==> src/rtl/procyon_mul_fu_if.sv <==
// Operation encoding and the issue/CDB bundle of the Procyon iterative multiplier.
// master = reservation station / CDB side, slave = the multiply unit.
package pcyn_pkg;
    typedef enum logic [3:0] {
        PCYN_OP_MUL    = 4'd0,
        PCYN_OP_MULH   = 4'd1,
        PCYN_OP_MULHSU = 4'd2,
        PCYN_OP_MULHU  = 4'd3,
        PCYN_OP_ADD    = 4'd4,
        PCYN_OP_SUB    = 4'd5
    } pcyn_op_t;
endpackage

interface procyon_mul_fu_if #(
    parameter int OPTN_DATA_WIDTH    = 32,
    parameter int OPTN_ROB_IDX_WIDTH = 5
);
    import pcyn_pkg::*;

    // Issue: the RS holds i_fu_* stable while o_fu_stall is high; an op is taken
    // on a rising edge where i_fu_valid=1, o_fu_stall=0 and i_flush=0.
    // CDB: o_cdb_data/o_cdb_tag are meaningful only in the cycle o_cdb_en=1.
    logic                          i_flush;
    logic                          i_fu_valid;
    pcyn_op_t                      i_fu_op;
    logic [OPTN_DATA_WIDTH-1:0]    i_fu_src [0:1];
    logic [OPTN_ROB_IDX_WIDTH-1:0] i_fu_tag;
    logic                          o_fu_stall;
    logic                          o_cdb_en;
    logic [OPTN_DATA_WIDTH-1:0]    o_cdb_data;
    logic [OPTN_ROB_IDX_WIDTH-1:0] o_cdb_tag;
    logic [1:0]                    fu_state;

    modport master (
        output i_flush, i_fu_valid, i_fu_op, i_fu_src, i_fu_tag,
        input  o_fu_stall, o_cdb_en, o_cdb_data, o_cdb_tag, fu_state
    );

    modport slave (
        input  i_flush, i_fu_valid, i_fu_op, i_fu_src, i_fu_tag,
        output o_fu_stall, o_cdb_en, o_cdb_data, o_cdb_tag, fu_state
    );
endinterface

==> src/rtl/procyon_mul_fu.sv <==
// Iterative shift-add multiplier (RV32M MUL/MULH/MULHSU/MULHU) broadcasting on the CDB.
// Define PCYN_MUL_RADIX4_EN to retire two multiplier bits per cycle instead of one.
module procyon_mul_fu #(
    parameter int OPTN_DATA_WIDTH    = 32,
    parameter int OPTN_ROB_IDX_WIDTH = 5
) (
    input  logic             clk,
    input  logic             n_rst,
    procyon_mul_fu_if.slave  fu
);
    import pcyn_pkg::*;

    localparam int W  = OPTN_DATA_WIDTH;
    localparam int W2 = 2 * OPTN_DATA_WIDTH;
    localparam int R  = OPTN_ROB_IDX_WIDTH;
`ifdef PCYN_MUL_RADIX4_EN
    localparam int N  = W / 2;
`else
    localparam int N  = W;
`endif
    localparam int CW = $clog2(N + 1);

    typedef enum logic [1:0] {
        IDLE = 2'd0,
        BUSY = 2'd1,
        DONE = 2'd2
    } state_t;

    state_t          state;
    logic [W2-1:0]   mcand;
    logic [W2-1:0]   acc;
    logic [W-1:0]    mplier;
    logic [CW-1:0]   count;
    logic            negate;
    pcyn_op_t        op;
    logic [R-1:0]    tag;
    logic [W-1:0]    cdb_data;
    logic [R-1:0]    cdb_tag;

    logic            src0_signed;
    logic            src1_signed;
    logic            src0_neg;
    logic            src1_neg;
    logic [W-1:0]    mag0;
    logic [W-1:0]    mag1;
    logic [W2-1:0]   pp;
    logic [W2-1:0]   mcand_next;
    logic [W-1:0]    mplier_next;
    logic [W2-1:0]   acc_sum;
    logic [W2-1:0]   product;
    logic [W-1:0]    result;

    // Operand conditioning at accept: signed sources are reduced to magnitudes.
    always_comb begin
        src0_signed = (fu.i_fu_op == PCYN_OP_MULH) || (fu.i_fu_op == PCYN_OP_MULHSU);
        src1_signed = (fu.i_fu_op == PCYN_OP_MULH);
        src0_neg    = src0_signed && fu.i_fu_src[0][W-1];
        src1_neg    = src1_signed && fu.i_fu_src[1][W-1];
        mag0        = src0_neg ? (~fu.i_fu_src[0] + W'(1)) : fu.i_fu_src[0];
        mag1        = src1_neg ? (~fu.i_fu_src[1] + W'(1)) : fu.i_fu_src[1];
    end

    always_comb begin
`ifdef PCYN_MUL_RADIX4_EN
        pp          = (mplier[0] ? mcand : '0) +
                      (mplier[1] ? {mcand[W2-2:0], 1'b0} : '0);
        mcand_next  = {mcand[W2-3:0], 2'b00};
        mplier_next = {2'b00, mplier[W-1:2]};
`else
        pp          = mplier[0] ? mcand : '0;
        mcand_next  = {mcand[W2-2:0], 1'b0};
        mplier_next = {1'b0, mplier[W-1:1]};
`endif
        acc_sum     = acc + pp;
        // Sign is restored on the final sum as the FSM enters DONE.
        product     = negate ? (~acc_sum + W2'(1)) : acc_sum;
        case (op)
            PCYN_OP_MUL:    result = product[W-1:0];
            PCYN_OP_MULH,
            PCYN_OP_MULHSU,
            PCYN_OP_MULHU:  result = product[W2-1:W];
            default:        result = '0;
        endcase
    end

    always_ff @(posedge clk or negedge n_rst) begin
        if (!n_rst) begin
            state    <= IDLE;
            mcand    <= '0;
            acc      <= '0;
            mplier   <= '0;
            count    <= '0;
            negate   <= 1'b0;
            op       <= PCYN_OP_MUL;
            tag      <= '0;
            cdb_data <= '0;
            cdb_tag  <= '0;
        end else if (fu.i_flush) begin
            state <= IDLE;
        end else begin
            case (state)
                IDLE: begin
                    if (fu.i_fu_valid) begin
                        mcand  <= {{W{1'b0}}, mag0};
                        mplier <= mag1;
                        acc    <= '0;
                        count  <= CW'(N);
                        negate <= src0_neg ^ src1_neg;
                        op     <= fu.i_fu_op;
                        tag    <= fu.i_fu_tag;
                        state  <= BUSY;
                    end
                end
                BUSY: begin
                    mcand  <= mcand_next;
                    mplier <= mplier_next;
                    count  <= count - CW'(1);
                    if (count == CW'(1)) begin
                        acc      <= product;
                        cdb_data <= result;
                        cdb_tag  <= tag;
                        state    <= DONE;
                    end else begin
                        acc <= acc_sum;
                    end
                end
                DONE: begin
                    state <= IDLE;
                end
                default: begin
                    state <= IDLE;
                end
            endcase
        end
    end

    assign fu.o_fu_stall = (state != IDLE);
    assign fu.o_cdb_en   = (state == DONE) & ~fu.i_flush;
    assign fu.o_cdb_data = cdb_data;
    assign fu.o_cdb_tag  = cdb_tag;
    assign fu.fu_state   = state;
endmodule
==> src/flat_wrapper.sv <==
// flat-port wrapper written by rule: the top's interface ports become plain ports
module procyon_mul_fu_flat import pcyn_pkg::*;
#(
    parameter int OPTN_DATA_WIDTH    = 32,
    parameter int OPTN_ROB_IDX_WIDTH = 5
)
  (clk, n_rst, fu_i_flush, fu_i_fu_valid, fu_i_fu_op, fu_i_fu_src, fu_i_fu_tag, fu_o_fu_stall, fu_o_cdb_en, fu_o_cdb_data, fu_o_cdb_tag, fu_fu_state);
  procyon_mul_fu_if #(.OPTN_DATA_WIDTH(OPTN_DATA_WIDTH), .OPTN_ROB_IDX_WIDTH(OPTN_ROB_IDX_WIDTH)) fu_i ();
  input  logic clk;
  input  logic n_rst;
  input wire logic [$bits(fu_i.i_flush)-1:0] fu_i_flush;
  input wire logic [$bits(fu_i.i_fu_valid)-1:0] fu_i_fu_valid;
  input wire logic [$bits(fu_i.i_fu_op)-1:0] fu_i_fu_op;
  input wire logic [$bits(fu_i.i_fu_src)-1:0] fu_i_fu_src;
  input wire logic [$bits(fu_i.i_fu_tag)-1:0] fu_i_fu_tag;
  output wire logic [$bits(fu_i.o_fu_stall)-1:0] fu_o_fu_stall;
  output wire logic [$bits(fu_i.o_cdb_en)-1:0] fu_o_cdb_en;
  output wire logic [$bits(fu_i.o_cdb_data)-1:0] fu_o_cdb_data;
  output wire logic [$bits(fu_i.o_cdb_tag)-1:0] fu_o_cdb_tag;
  output wire logic [$bits(fu_i.fu_state)-1:0] fu_fu_state;
  assign fu_i.i_flush = fu_i_flush;
  assign fu_i.i_fu_valid = fu_i_fu_valid;
  assign fu_i.i_fu_op = fu_i_fu_op;
  assign fu_i.i_fu_src = {>>{fu_i_fu_src}};
  assign fu_i.i_fu_tag = fu_i_fu_tag;
  assign fu_o_fu_stall = fu_i.o_fu_stall;
  assign fu_o_cdb_en = fu_i.o_cdb_en;
  assign fu_o_cdb_data = fu_i.o_cdb_data;
  assign fu_o_cdb_tag = fu_i.o_cdb_tag;
  assign fu_fu_state = fu_i.fu_state;
  procyon_mul_fu #(.OPTN_DATA_WIDTH(OPTN_DATA_WIDTH), .OPTN_ROB_IDX_WIDTH(OPTN_ROB_IDX_WIDTH)) u_core (.clk(clk), .n_rst(n_rst), .fu(fu_i));
endmodule
==> config.mk <==
export PLATFORM = sky130hd
export DESIGN_NAME = procyon_mul_fu_flat
export DESIGN_NICKNAME = d
export VERILOG_FILES = /design/src/rtl/procyon_mul_fu_if.sv /design/src/rtl/procyon_mul_fu.sv /design/src/flat_wrapper.sv
export SDC_FILE = /design/constraint.sdc
export NUM_CORES = 1
export LEC_CHECK = 0
export ABC_AREA = 1
export CORE_UTILIZATION = 45
export DETAILED_ROUTE_END_ITERATION = 8
export GPL_ROUTABILITY_DRIVEN = 0
export HOLD_SLACK_MARGIN = 0.08
export SYNTH_ARGS = -nofsm -noshare
export SYNTH_HDL_FRONTEND = slang
export SYNTH_SLANG_ARGS = --single-unit
==> constraint.sdc <==
create_clock -name clk -period 5 [get_ports clk]
set_clock_uncertainty 0.15 [all_clocks]
set_input_delay 0.5 -clock clk [delete_from_list [all_inputs] [get_ports clk]]
set_output_delay 0.5 -clock clk [all_outputs]
set_load 0.1 [all_outputs]
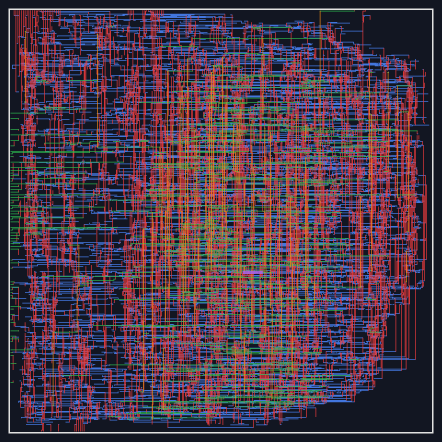
Fig. 1. Routed metal, one colour a layer.
Drawn at 2 px/um.
Key: met5 = purple [wire length 8.30 um]; met2 = red [wire length 31.4 mm]; met4 = orange [wire length 3,340 um]; met3 = green [wire length 7,350 um]; met1 = blue [wire length 33.1 mm]

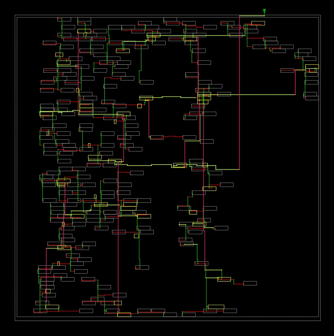
Fig. 2. Clock wiring as the flow saved it.
CLK BUF: 39
Clock Power: 0.00201 W

-- layer usage --
metal  vias up  GRT usage [%]
met5         -              0
met4         2           13.6
met3       165           6.05
met2       960           50.8
met1      9948           47.4
li1      10528              -
-- kinds of logic (layout without fill, tap and decap cells) --
kind of cell	Yosys count	count (layout)
XOR/XNOR	83	83
adder cells (fa/ha/maj)	69	69
flip-flops	215	215
AND/OR/NAND/NOR	1910	1910
AND-OR/OR-AND	390	390
buffers and inverters	619	725
-- Yosys cell counts (8+ instances only) --
cell type and number:
sky130_fd_sc_hd__nand2_2 34, sky130_fd_sc_hd__inv_2 20, sky130_fd_sc_hd__o221ai_1 36, sky130_fd_sc_hd__xor2_1 64
sky130_fd_sc_hd__nand3_1 203, sky130_fd_sc_hd__nand4_1 29, sky130_fd_sc_hd__nor2_2 26, sky130_fd_sc_hd__o21ai_1 21
sky130_fd_sc_hd__clkbuf_1 69, sky130_fd_sc_hd__nor2_1 256, sky130_fd_sc_hd__nand2_1 1281, sky130_fd_sc_hd__o22ai_1 38
sky130_fd_sc_hd__ha_1 68, sky130_fd_sc_hd__nand3_2 11, sky130_fd_sc_hd__a22oi_1 48, sky130_fd_sc_hd__xnor2_1 18
sky130_fd_sc_hd__o211ai_1 37, sky130_fd_sc_hd__or2_2 8, sky130_fd_sc_hd__a21oi_1 85, sky130_fd_sc_hd__nor3_1 28
sky130_fd_sc_hd__clkinv_1 9, sky130_fd_sc_hd__inv_1 509, sky130_fd_sc_hd__dfrtp_1 215, sky130_fd_sc_hd__o21ai_0 106
-- metrics by stage --
step                utilization (%)  cell area [sq um]  cells  setup WS, ps  hold slack (ps)
global route                   52.0              22400   3977           163              330
detailed placement             49.9              21500   3929           632              308
CTS                            52.0              22400   3977           600              294
finish                         52.0              22400   3977           432              318
floorplan                         -              19700   3286          1230             54.4
global placement               49.9              21500   3929           609              307
-- worst min-delay path by stage --
| stage | end | slack (ps) |
|---|---|---|
| 4_1_cts | u_core.tag[2] | 290 |
| 6_report | u_core.tag[2] | 320 |
| 3_5_place_dp | u_core.tag[4] | 310 |
| 3_3_place_gp | u_core.tag[4] | 310 |
| 5_1_grt | u_core.tag[2] | 330 |
| 2_1_floorplan | u_core.acc[0] | 50 |
-- tightest hold or removal path, cell delays in order --
cell and delay [ps]:
sky130_fd_sc_hd__clkdlybuf4s50_1 400, sky130_fd_sc_hd__nand2_1 60, sky130_fd_sc_hd__nand2_1 40
-- sequential cells by signal, summed over array words and instances, names as in the netlist --
name	flops
u_core.mcand	64
u_core.count	6
u_core.acc	64
u_core.op	4
u_core.mplier	32
u_core.negate	1
u_core.fu.o_cdb_tag	5
u_core.fu.o_cdb_data	32
u_core.tag	5
u_core.fu.fu_state	2
-- area by class of cell --
cell class | instances | area (sq um)
clock buffer | 39 | 781
clock inverter | 8 | 119
fill | 4487 | 20700
inverter | 538 | 2020
multi-input combinational | 2452 | 12000
sequential | 215 | 5380
tap | 585 | 732
timing repair buffer | 140 | 1380
-- where the power goes --
group	total [W]	internal [W]	leakage, nW	switching, W
Combinational	0.00506	0.00142	8.90	0.00364
Sequential	0.00238	0.00207	2.86	0.000311
Clock	0.00201	0.00119	0.438	0.000826
==> impl_metrics.ini <==
; yosys + openroad results
[clock_tree]
cts-htree-levels = 1
tritoncts = done
cts-buffers-inserted = 27
cts.sink_count = 215
cts_root_buf = sky130_fd_sc_hd__clkbuf_16
cts_max_path_buffers = 3
holdBufCountCts = 1
clk-insertion-delay-late_ps = 580
post_cts_resized = 0
clk_pin_slew_ps = 60

[synth]
count_of_flip_flops_with_a_built_in_enable_after_synthesis = 0
ys_seq_elements = 215
yosys.area_share.xor_xnor_pct = 3.73
synth_largest_type_area_fraction_pct = 27.4
synthMuxAreaShare_pct = 0
synthAoiAreaFrac_pct = 12.3
ys_async_sr_fraction_pct = 100
yosys-top-cells-area = sky130_fd_sc_hd__dfrtp_1, sky130_fd_sc_hd__nand2_1, sky130_fd_sc_hd__inv_1
ys_seq_share_pct = 27.4
fa_ha_area_share_pct = 4.43
synthDistinctLibCells = 52
netlist_instances = 3286
yosys.area_share.simple_pct = 40.3
syn-mean-instance-area_sq_um = 5.98
synth_stat.cells = 3286
yosys.area.top_type = sky130_fd_sc_hd__dfrtp_1
ys_area_sq_mm = 0.0197
yosys_warning_total = 0
largest_family_of_logic_cells_by_area = simple AND/OR/NAND/NOR gates
cell_area_synth_sq_mm = 0.0197
synth_nets = 3432

[floorplanning]
chipArea_sq_mm = 0.0445
initial_utilization_pct = 45.7
row_count = 76
die_width_um = 211
boundaryPins = 118
core_region_area_sq_mm = 0.0431

[worst_setup_path]
crit_path_cells = buf_12 > nand2_1 > inv_1 > ha_1 > nand2_1 > nor2_1 > nand2_1 > nor2_1 > nand3_1 > nand3_1 > nand2_1 > nand2_1 > nand2_1 > nor2_1 > a21oi_1 > nor2_4 > nand3_1 > nand3_1 > nand2_1 > nand2_1 > nand2_1
cp_top_family = simple AND/OR/NAND/NOR gates
cpMaxStageDelayCell = sky130_fd_sc_hd__dfrtp_2
critical_path.reg2reg.endpoint = u_core.fu.o_cdb_data[29]
timing.critical_path.slowest_cell_delay_ps = 590
type_of_destination_of_the_critical_path = flop
critical_path_cell_count = 21
crit_path_frequent_cell = sky130_fd_sc_hd__nand2_1
critPathLaunchType = flop
required_ps = 5310
worst-path-buf-inv = 2
critical_path.endpoint = u_core.fu.o_cdb_data[29]
critical_path.reg2reg.startpoint = u_core.mplier[0]
critical_path_class = reg -> reg
worstSetupStartpoint = u_core.mplier[0]
worstPathArrival_ps = 4880
worst-path-max-fanout = 35

[place]
io_buffers = 117
hpwl_mm = 60.5

[drt]
wl_met1_mm = 33.1
met2_length_mm = 31.4
antenna_nets_post_route = 0
via_to_cell_ratio = 5.43
highest_layer = met5
routed-wl-met3_mm = 7.35
remaining_drc_errors = 0
drt_wl_total_mm = 75.2
drt_pre_antenna_iters = 6
post_drt_wl_per_cell_um = 18.9

[worst_hold_path]
hold-path-cell-count = 3
source_of_the_worst_hold_timing_path = fu_i_fu_tag[2]
class_of_the_tightest_hold_or_removal_check = in -> reg

[final_layout]
layout.cells.most_common = sky130_fd_sc_hd__nand2_1
layout_top_cells_excl_fill_tap = sky130_fd_sc_hd__nand2_1, sky130_fd_sc_hd__inv_1, sky130_fd_sc_hd__nor2_1
final_nets = 3520
layout-drive-gt1-share_pct = 5.60
number_of_antenna_diodes = 0
flow.area_growth_from_synthesis_pct = 13.9

[power]
report.power.total_w = 0.00945
vdd.ir_drop.worst_uv = 265
pwr_density_cell_mw_per_mm2 = 422
power.static_leakage_nw = 12.2

[global_routing]
grt_start_max_net_pins = 94
globalRouteOverflowTotal = 0
antenna_violations_before_repair = 1
first_global_vias = 20317

[flow_run]
cap_viol_max_count = 0
tool_warnings = 27

[sta]
finalSetupViolations = 0
worst_slew_margin_rel_pct = 23.5
fmax_mhz = 219
timing_hold_violations_final = 0
tightest_slew_ps = 1140
min_period_ps = 4570
final_max_slew_viol_count = 0
post-route-period-util_pct = 91.4

[outcome]
run_status = finished clean
Power and IR drop assume default switching activity.
